File: src/rtl/riscv_mc_pkg.sv
// Shared types and encodings for the multicycle RV32I controller: FSM states,
// opcodes, aluop/ALU control codes and datapath mux select encodings.
package riscv_mc_pkg;

  typedef enum logic [3:0] {
    S_FETCH    = 4'd0,
    S_DECODE   = 4'd1,
    S_MEMADR   = 4'd2,
    S_MEMREAD  = 4'd3,
    S_MEMWB    = 4'd4,
    S_MEMWRITE = 4'd5,
    S_EXECUTER = 4'd6,
    S_EXECUTEI = 4'd7,
    S_ALUWB    = 4'd8,
    S_BEQ      = 4'd9,
    S_JAL      = 4'd10
  } state_t;

  localparam logic [6:0] OP_LW  = 7'b0000011;
  localparam logic [6:0] OP_SW  = 7'b0100011;
  localparam logic [6:0] OP_R   = 7'b0110011;
  localparam logic [6:0] OP_I   = 7'b0010011;
  localparam logic [6:0] OP_BEQ = 7'b1100011;
  localparam logic [6:0] OP_JAL = 7'b1101111;

  localparam logic [1:0] ALUOP_ADD   = 2'b00;
  localparam logic [1:0] ALUOP_SUB   = 2'b01;
  localparam logic [1:0] ALUOP_FUNCT = 2'b10;

  localparam logic [2:0] ALU_ADD = 3'b000;
  localparam logic [2:0] ALU_SUB = 3'b001;
  localparam logic [2:0] ALU_AND = 3'b010;
  localparam logic [2:0] ALU_OR  = 3'b011;
  localparam logic [2:0] ALU_SLT = 3'b101;

  localparam logic [1:0] IMM_I = 2'b00;
  localparam logic [1:0] IMM_S = 2'b01;
  localparam logic [1:0] IMM_B = 2'b10;
  localparam logic [1:0] IMM_J = 2'b11;

  localparam logic [1:0] RES_ALUOUT    = 2'b00;
  localparam logic [1:0] RES_DATA      = 2'b01;
  localparam logic [1:0] RES_ALURESULT = 2'b10;

  localparam logic [1:0] SRCA_PC    = 2'b00;
  localparam logic [1:0] SRCA_OLDPC = 2'b01;
  localparam logic [1:0] SRCA_RD1   = 2'b10;

  localparam logic [1:0] SRCB_RD2  = 2'b00;
  localparam logic [1:0] SRCB_IMM  = 2'b01;
  localparam logic [1:0] SRCB_FOUR = 2'b10;

  function automatic logic [1:0] imm_src_of(input logic [6:0] op);
    case (op)
      OP_SW:   return IMM_S;
      OP_BEQ:  return IMM_B;
      OP_JAL:  return IMM_J;
      default: return IMM_I;
    endcase
  endfunction

endpackage

File: src/rtl/multicycle_controller_alu_decoder.sv
// Combinational ALU decoder: maps aluop plus funct3/funct7b5/op[5] to the
// 3-bit ALU control code.
module alu_decoder
  import riscv_mc_pkg::*;
(
  input  logic [1:0] aluop,
  input  logic [2:0] funct3,
  input  logic       funct7b5,
  input  logic       op5,
  output logic [2:0] alu_control
);

  always_comb begin
    alu_control = ALU_ADD;
    case (aluop)
      ALUOP_SUB: alu_control = ALU_SUB;
      ALUOP_FUNCT: begin
        case (funct3)
          // op[5] separates R-type sub from addi, whose imm bit 30 is data
          3'b000:  alu_control = (funct7b5 & op5) ? ALU_SUB : ALU_ADD;
          3'b010:  alu_control = ALU_SLT;
          3'b110:  alu_control = ALU_OR;
          3'b111:  alu_control = ALU_AND;
          default: alu_control = ALU_ADD;
        endcase
      end
      default: ;
    endcase
  end

endmodule

File: src/rtl/multicycle_controller.sv
// Moore sequencing FSM for the multicycle RV32I datapath (lw, sw, R/I ALU, beq, jal).
// Define MULTICYCLE_CTRL_MEM_WAIT_EN to add mem_ready stalls in FETCH/MEMREAD/MEMWRITE.
module multicycle_controller
  import riscv_mc_pkg::*;
#(
  parameter int STATE_W = 4
) (
  input  logic               clk,
  input  logic               reset_n,
  input  logic [6:0]         op,
  input  logic [2:0]         funct3,
  input  logic               funct7b5,
  input  logic               zero,
`ifdef MULTICYCLE_CTRL_MEM_WAIT_EN
  input  logic               mem_ready,
`endif
  output logic               pc_write,
  output logic               adr_src,
  output logic               mem_write,
  output logic               ir_write,
  output logic               reg_write,
  output logic [1:0]         result_src,
  output logic [1:0]         alu_src_a,
  output logic [1:0]         alu_src_b,
  output logic [1:0]         imm_src,
  output logic [2:0]         alu_control,
  output logic               illegal_op,
  output logic [STATE_W-1:0] state_o
);

  state_t     r_state;
  state_t     w_next;
  logic       w_mem_ready;
  logic       w_pc_update;
  logic       w_branch;
  logic       w_mem_write;
  logic       w_ir_write;
  logic       w_reg_write;
  logic       w_illegal;
  logic [1:0] w_aluop;

`ifdef MULTICYCLE_CTRL_MEM_WAIT_EN
  assign w_mem_ready = mem_ready;
`else
  assign w_mem_ready = 1'b1;
`endif

  always_ff @(posedge clk or negedge reset_n) begin
    if (!reset_n) r_state <= S_FETCH;
    else          r_state <= w_next;
  end

  always_comb begin
    w_next      = r_state;
    w_pc_update = 1'b0;
    w_branch    = 1'b0;
    w_mem_write = 1'b0;
    w_ir_write  = 1'b0;
    w_reg_write = 1'b0;
    w_illegal   = 1'b0;
    w_aluop     = ALUOP_ADD;
    adr_src     = 1'b0;
    result_src  = RES_ALUOUT;
    alu_src_a   = SRCA_PC;
    alu_src_b   = SRCB_RD2;
    case (r_state)
      S_FETCH: begin
        result_src = RES_ALURESULT;
        alu_src_b  = SRCB_FOUR;
        if (w_mem_ready) begin
          w_ir_write  = 1'b1;
          w_pc_update = 1'b1;
          w_next      = S_DECODE;
        end
      end
      S_DECODE: begin
        // PC+imm is computed here so beq can compare in a single later cycle
        alu_src_a = SRCA_OLDPC;
        alu_src_b = SRCB_IMM;
        case (op)
          OP_LW, OP_SW: w_next = S_MEMADR;
          OP_R:         w_next = S_EXECUTER;
          OP_I:         w_next = S_EXECUTEI;
          OP_BEQ:       w_next = S_BEQ;
          OP_JAL:       w_next = S_JAL;
          default: begin
            w_next    = S_FETCH;
            w_illegal = 1'b1;
          end
        endcase
      end
      S_MEMADR: begin
        alu_src_a = SRCA_RD1;
        alu_src_b = SRCB_IMM;
        w_next    = op[5] ? S_MEMWRITE : S_MEMREAD;
      end
      S_MEMREAD: begin
        adr_src = 1'b1;
        if (w_mem_ready) w_next = S_MEMWB;
      end
      S_MEMWB: begin
        result_src  = RES_DATA;
        w_reg_write = 1'b1;
        w_next      = S_FETCH;
      end
      S_MEMWRITE: begin
        adr_src     = 1'b1;
        w_mem_write = 1'b1;
        if (w_mem_ready) w_next = S_FETCH;
      end
      S_EXECUTER: begin
        alu_src_a = SRCA_RD1;
        w_aluop   = ALUOP_FUNCT;
        w_next    = S_ALUWB;
      end
      S_EXECUTEI: begin
        alu_src_a = SRCA_RD1;
        alu_src_b = SRCB_IMM;
        w_aluop   = ALUOP_FUNCT;
        w_next    = S_ALUWB;
      end
      S_ALUWB: begin
        w_reg_write = 1'b1;
        w_next      = S_FETCH;
      end
      S_BEQ: begin
        alu_src_a = SRCA_RD1;
        w_aluop   = ALUOP_SUB;
        w_branch  = 1'b1;
        w_next    = S_FETCH;
      end
      S_JAL: begin
        alu_src_a   = SRCA_OLDPC;
        alu_src_b   = SRCB_FOUR;
        w_pc_update = 1'b1;
        w_next      = S_ALUWB;
      end
      default: w_next = S_FETCH;
    endcase
  end

  // Strobes are gated by reset_n so nothing writes while the async reset is low
  assign pc_write   = reset_n & (w_pc_update | (w_branch & zero));
  assign ir_write   = reset_n & w_ir_write;
  assign mem_write  = reset_n & w_mem_write;
  assign reg_write  = reset_n & w_reg_write;
  assign illegal_op = reset_n & w_illegal;
  assign imm_src    = imm_src_of(op);
  assign state_o    = STATE_W'(r_state);

  alu_decoder u_alu_decoder (
    .aluop       (w_aluop),
    .funct3      (funct3),
    .funct7b5    (funct7b5),
    .op5         (op[5]),
    .alu_control (alu_control)
  );

endmodule
File: config.mk
export PLATFORM = sky130hd
export DESIGN_NAME = multicycle_controller
export DESIGN_NICKNAME = d
export VERILOG_FILES = /design/src/rtl/riscv_mc_pkg.sv /design/src/rtl/multicycle_controller_alu_decoder.sv /design/src/rtl/multicycle_controller.sv
export SDC_FILE = /design/constraint.sdc
export NUM_CORES = 1
export LEC_CHECK = 0
export CAP_MARGIN = 20
export CORE_ASPECT_RATIO = 0.9
export CORE_UTILIZATION = 35
export DETAILED_ROUTE_END_ITERATION = 10
export PLACE_DENSITY = 0.83
export RECOVER_POWER = 25
export SLEW_MARGIN = 20
export SYNTH_ARGS = -nofsm -noshare
export SYNTH_HDL_FRONTEND = slang
export SYNTH_SLANG_ARGS = --single-unit
File: constraint.sdc
create_clock -name clk -period 4.89 [get_ports clk]
set_clock_uncertainty 0.15 [all_clocks]
set_input_delay 0.978 -clock clk [delete_from_list [all_inputs] [get_ports clk]]
set_output_delay 0.978 -clock clk [all_outputs]
set_load 0.005 [all_outputs]
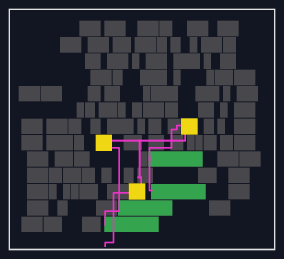
**Above:** run 1 (clock distribution).
Drawn at 6 px/micron.
magenta -> clock wires  # length 74.3 microns
green -> flip-flops  # count 4
yellow -> clock drivers  # count 3
flops lie = bottom centre
Power Clock: 0.0000425 W
clock network fraction of total power: 16.9%
clk_lat worst skew: 0.24 ns

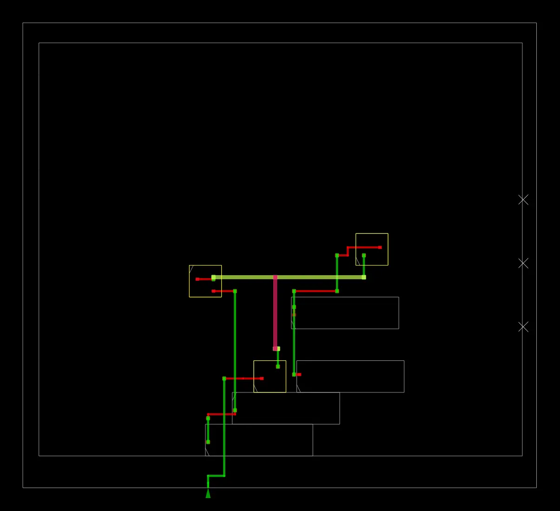
**Above:** run 1 (clock nets).
total clock sinks: 4
flip-flops: 4
clkbuf count: 3
Inserted Clock Buffers: 3

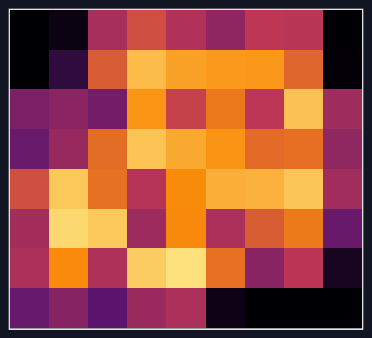
**Above:** run 1 (local utilization).
Drawn at 8 px/micron. 9 x 8 tiles, from black (low) to pale yellow (high), 0 to 100% covered.
fullest tile = 93%
nearly empty tiles = 9.7%
mean over tiles = 51%
total core area: 1460 sq um
Final Util: 61.7%
fp_density: 37.9%

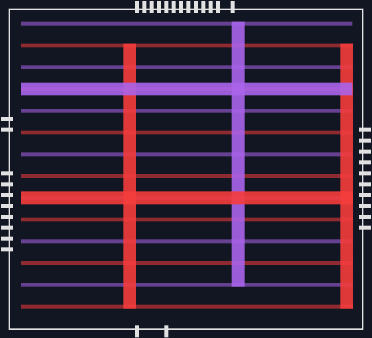
**Above:** run 1 (PDN straps and rails).
Drawn at 8 px/micron. Pins as bars on the die edge.
purple -> VDD
red -> VSS
rows = 13
signal pins = 35
met5 straps = 2
met1 rails = 14
die width: 44.0 microns
die height: 39.8 microns
peak supply drop: 0.000141 V

==> Slide: Implementation Results, run 1 <==
Synthesis and Place & Route Summary

Finish
  • Layout area overhead: 62.6%
  • Final net count: roughly 120

Clocking
  • CTS tree: built
  • Clk pin slew, worst setup/hold paths: 0.04 ns

Placed design
  • IO buf count: 34

Synthesis
  • Number of synthesis warnings: 0
  • Cells after synthesis: 73
  • Main synth FF type: dfrtp_1
  • Synth flops: 4
  • Post-synthesis cell area: about 560 sq um
  • FFs w/ async S/R, synth: 100%

Worst setup path
  • Cell Chain, Critical Path: dlygate4sd3_1 > nand3b_1 > nor3_1 > and4b_1 > clkdlybuf4s50_1
  • Worst setup SP type: input pin
  • Crit path DRT: ~3.8 ns

Run status
  • Outcome: finished, violations left
  • Failing checks: DRC

Power and ir drop
  • Total power: between 0.0002 and 0.0003 W
  • Power Density: 279 nW/um^2
  • Sequential share of power: between 20% and 30%

GRT
  • Total track usage: 17.9%

Drt
  • Drc violations: 3
## run 1: worst reg2reg max path, cell delays in order, from the launching register on
cell and delay (ns):
dfrtp_1 0.58, inv_1 0.14, nor4_2 0.45, a31o_1 0.21
## run 1: worst paths after layout
path | startpoint | endpoint | slack, ns | cells past startpoint
min | state_o[1]$_DFF_PN0_ | state_o[2]$_DFF_PN0_ | 0.61 | 2
max reg2reg | state_o[0]$_DFF_PN0_ | state_o[0]$_DFF_PN0_ | 3.29 | 3
max in group asynchronous | reset_n | state_o[1]$_DFF_PN0_ | 3.45 | 1
min in group asynchronous | reset_n | state_o[3]$_DFF_PN0_ | 0.91 | 1
min reg2reg | state_o[1]$_DFF_PN0_ | state_o[2]$_DFF_PN0_ | 0.61 | 2
max | op[4] | illegal_op | 0.96 | 5
## run 1: routing by layer
metal	share of wire, %	global-route usage (%)	vias up
met5	0	0	-
met4	0.41	4.55	0
met3	5.6	2.76	2
met2	48	29.9	25
met1	46	24.1	303
li1	-	-	328
## run 1: metrics by stage
| step | hold WS, ns | instances |
|---|---|---|
| 3_5_place_dp | 0.605 | 118 |
| 2_1_floorplan | 0.503 | 73 |
| 3_3_place_gp | 0.589 | 118 |
| 6_report | 0.607 | 121 |
| 4_1_cts | 0.609 | 121 |
| 5_1_grt | 0.683 | 121 |
## run 1: cell families (layout without fill, tap and decap cells)
group / Yosys count / after routing / share of synthesized area (%)
simple gates: 40 / 40 / 46.2
fa+ha+maj: 2 / 2 / 4.50
xor+xnor: 3 / 3 / 4.73
buf+inv: 10 / 43 / 9.23
compound gates: 14 / 14 / 17.3
flops: 4 / 4 / 18.0
## run 1: power groups by stage
stage / clock network, W / logic (W) / registers [W]
4_1_cts: 0.0000429 / 0.000153 / 0.0000578
6_report: 0.0000425 / 0.000152 / 0.0000577
3_5_place_dp: 0 / 0.000152 / 0.0000583
2_1_floorplan: 0 / 0.0000829 / 0.0000441
3_3_place_gp: 0 / 0.000151 / 0.0000575
5_1_grt: 0.0000439 / 0.000165 / 0.0000606
## run 1: layout by cell type (no fill, tap or decap), drive strengths merged
cell / instances
nand2: 7
and3b: 2
a22o: 1
nor2b: 4
nor4: 3
and4b: 1
dfrtp: 4
xor2: 1
clkbuf: 3
a211oi: 1
o21ai: 4
dlygate4sd3: 2
xnor2: 2
nand2b: 1
nor2: 5
and4bb: 1
o2bb2ai: 2
nor3b: 2
inv: 6
a2bb2oi: 1
and3: 1
nand4: 2
o21a: 1
nand3b: 2
ha: 2
a21o: 1
nor3: 5
and2: 3
and2b: 1
a31o: 1
clkdlybuf4s50: 32
a21oi: 2
## run 1: area by class of cell
type | count | share of cell area, %
clock buffer | 3 | 2.49
multi-input combinational | 59 | 44.2
inverter | 6 | 2.49
sequential | 4 | 11.1
timing repair buffer | 34 | 37.7
tap | 15 | 2.08
## run 1: synth_stat cells, types with 3 or more instances
library cell  number  area share, %
nor2_1             5            3.4
nor3_1             4            3.6
inv_1              3            2.0
dfrtp_1            4             18
o21ai_0            4            3.6
nor2b_1            4            4.5
inv_2              3            2.0
nand2_1            7            4.7
==> run 2, diff against run 1 <==
Clock period 4.89 ns to 3.8 ns, I/O delays scaled along.
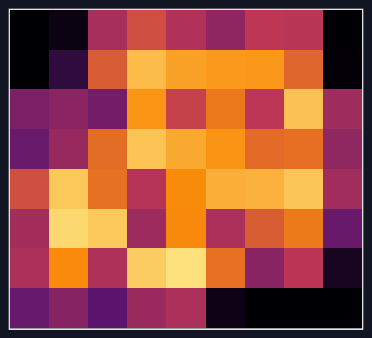
**Above:** run 2 (local utilization).
Drawn at 8 px/micron. 9 x 8 tiles, from black (low) to pale yellow (high), 0 to 100% covered.
fullest tile = 93%
tiles over 75% full = 24%
mean over tiles = 51%
nearly empty tiles = 9.7%
densest ninth of the die = centre

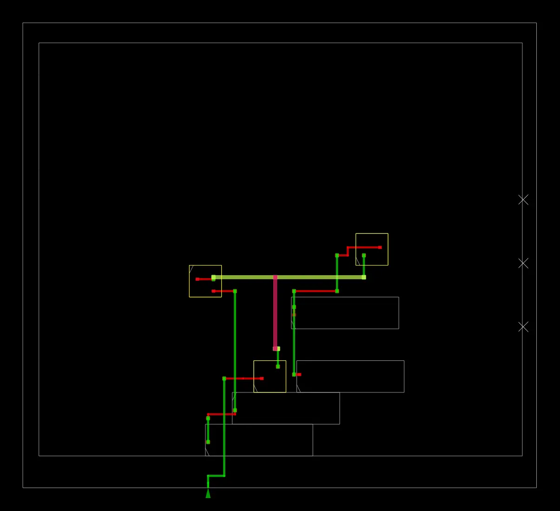
**Above:** run 2 (clock nets).
Power Clock: 0.0000547 W

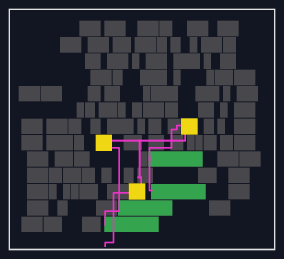
**Above:** run 2 (clock distribution).
Drawn at 6 px/micron.
green -> flip-flops  # count 4
yellow -> clock drivers  # count 3
magenta -> clock wires  # length 74.3 microns
routed clock nets = 4
flops lie = bottom centre

==> Slide: Implementation Results, run 2 <==
Synthesis and Place & Route Summary

GRT
  • Vias in the first global route: around 520
  • Total track usage: 17.9% (unchanged)

Synthesis
  • AND-OR/OR-AND share of the synthesized area: 17.3% (unchanged)
  • FFs w/ async S/R, synth: 100% (unchanged)
  • Synth top area share: 18.0% (unchanged)
  • Synth flops: 4 (unchanged)
  • Main synth FF type: dfrtp_1
  • Cells after synthesis: 73 (unchanged)
  • Post-synth top cells: nand2_1, nor2_1
  • Comb area leader: simple AND/OR/NAND/NOR gates
  • Top area cell types: dfrtp_1, nand2_1, ha_1, nor2b_1, nor4_2
  • Area fraction in mux cells: 0% (unchanged)
  • Number of synthesis warnings: 0 (unchanged)
  • Adder Area Share: 4.50% (unchanged)
  • XOR Share, Synth: 4.73% (unchanged)
  • Leading area contributor after synthesis: dfrtp_1

Finish
  • Layout area overhead: 62.6% (unchanged)
  • Final net count: 124 (unchanged)
  • Fin cells: 121 (unchanged)
  • Most frequent cells in the layout: clkdlybuf4s50_1, nand2_1, nor2_1, nor3_1
  • Commonest Layout Cell: clkdlybuf4s50_1

Run status
  • Outcome: finished, violations left
  • Failing checks: DRC

Clocking
  • Total clock sinks: 4 (unchanged)
  • Clk_lat worst skew: 0.24 ns (about the same)
  • Inserted Clock Buffers: 3 (unchanged)

Die
  • Fp_density: 37.9% (unchanged)
  • Die width: 44.0 microns (unchanged)
  • Total core area: 1460 sq um (unchanged)
  • Die height: 39.8 microns (unchanged)

Placed design
  • Dpl cells: 118 (unchanged)
  • IO buf count: 34 (unchanged)

Worst setup path
  • Crit path DRT: 2.89 ns (-0.87 ns)
  • R2R cell count: 3 (unchanged)
  • Worst setup SP type: input pin

Drt
  • Drc violations: 3 (unchanged)

Power and ir drop
  • Power Density: 359 nW/um^2 (+29%)

Hold path
  • Cell depth of the worst hold path: 2 (unchanged)
[run 2: cell counts in the layout (fill, tap and decap cells not counted)]
No cell type changed its count.
[run 2: layer usage]
metal | part of all wire (%) | up-vias | track usage, %
met3 | 5.6 | 2 | 2.76
met2 | 48 | 25 | 29.9
li1 | - | 328 | -
met5 | 0 | - | 0
met4 | 0.41 | 0 | 4.55
met1 | 46 | 303 | 24.1
[run 2: where the power goes]
group,internal [W],leakage (nW),switching [W]
sequential,0.0000492,0.0533,0.0000251
combinational,0.000125,0.299,0.0000700
clock,0.0000355,0.0138,0.0000192
total,0.000210,0.366,0.000114
[run 2: kinds of logic after synthesis]
logic type	Yosys count
buf+inv	10
flops	4
simple gates	40
fa+ha+maj	2
compound gates	14
xor+xnor	3
[run 2: area by class of cell]
| type | instances | area [sq um] | share of cell area [%] |
|---|---|---|---|
| sequential | 4 | 100 | 11.1 |
| timing repair buffer | 34 | 340 | 37.7 |
| multi-input combinational | 59 | 399 | 44.2 |
| tap | 15 | 18.8 | 2.08 |
| inverter | 6 | 22.5 | 2.49 |
| clock buffer | 3 | 22.5 | 2.49 |
[run 2: worst paths after layout]
kind                                           start                    to  slack (ns)
worst min register to register  state_o[1]$_DFF_PN0_  state_o[2]$_DFF_PN0_        0.61
min in group asynchronous                    reset_n  state_o[3]$_DFF_PN0_        0.69
worst min-delay path            state_o[1]$_DFF_PN0_  state_o[2]$_DFF_PN0_        0.61
worst max-delay path                           op[4]            illegal_op        0.31
worst max register to register  state_o[0]$_DFF_PN0_  state_o[0]$_DFF_PN0_        2.20
max in group asynchronous                    reset_n  state_o[1]$_DFF_PN0_        2.58
[run 2: stage by stage]
| step | area [sq um] | power, W | utilization [%] | setup slack, ns | hold WS, ns |
|---|---|---|---|---|---|
| after floorplan | 556 | 0.000163 | - | 1.44 | 0.314 |
| after global placement | 886 | 0.000268 | 60.5 | 0.516 | 0.589 |
| after detailed placement | 886 | 0.000271 | 60.5 | 0.497 | 0.605 |
| after CTS | 908 | 0.000327 | 62.1 | 0.473 | 0.609 |
| after global routing | 903 | 0.000347 | 61.7 | 0.203 | 0.683 |
| final | 903 | 0.000324 | 61.7 | 0.311 | 0.607 |
[run 2: worst max-delay path, cell delays in order]
cell and delay, ns:
dlygate4sd3_1 0.58, nand3b_1 0.22, nor3_1 0.34, and4b_1 0.25, clkdlybuf4s50_1 0.44
Power is estimated from default activity; no workload was simulated.
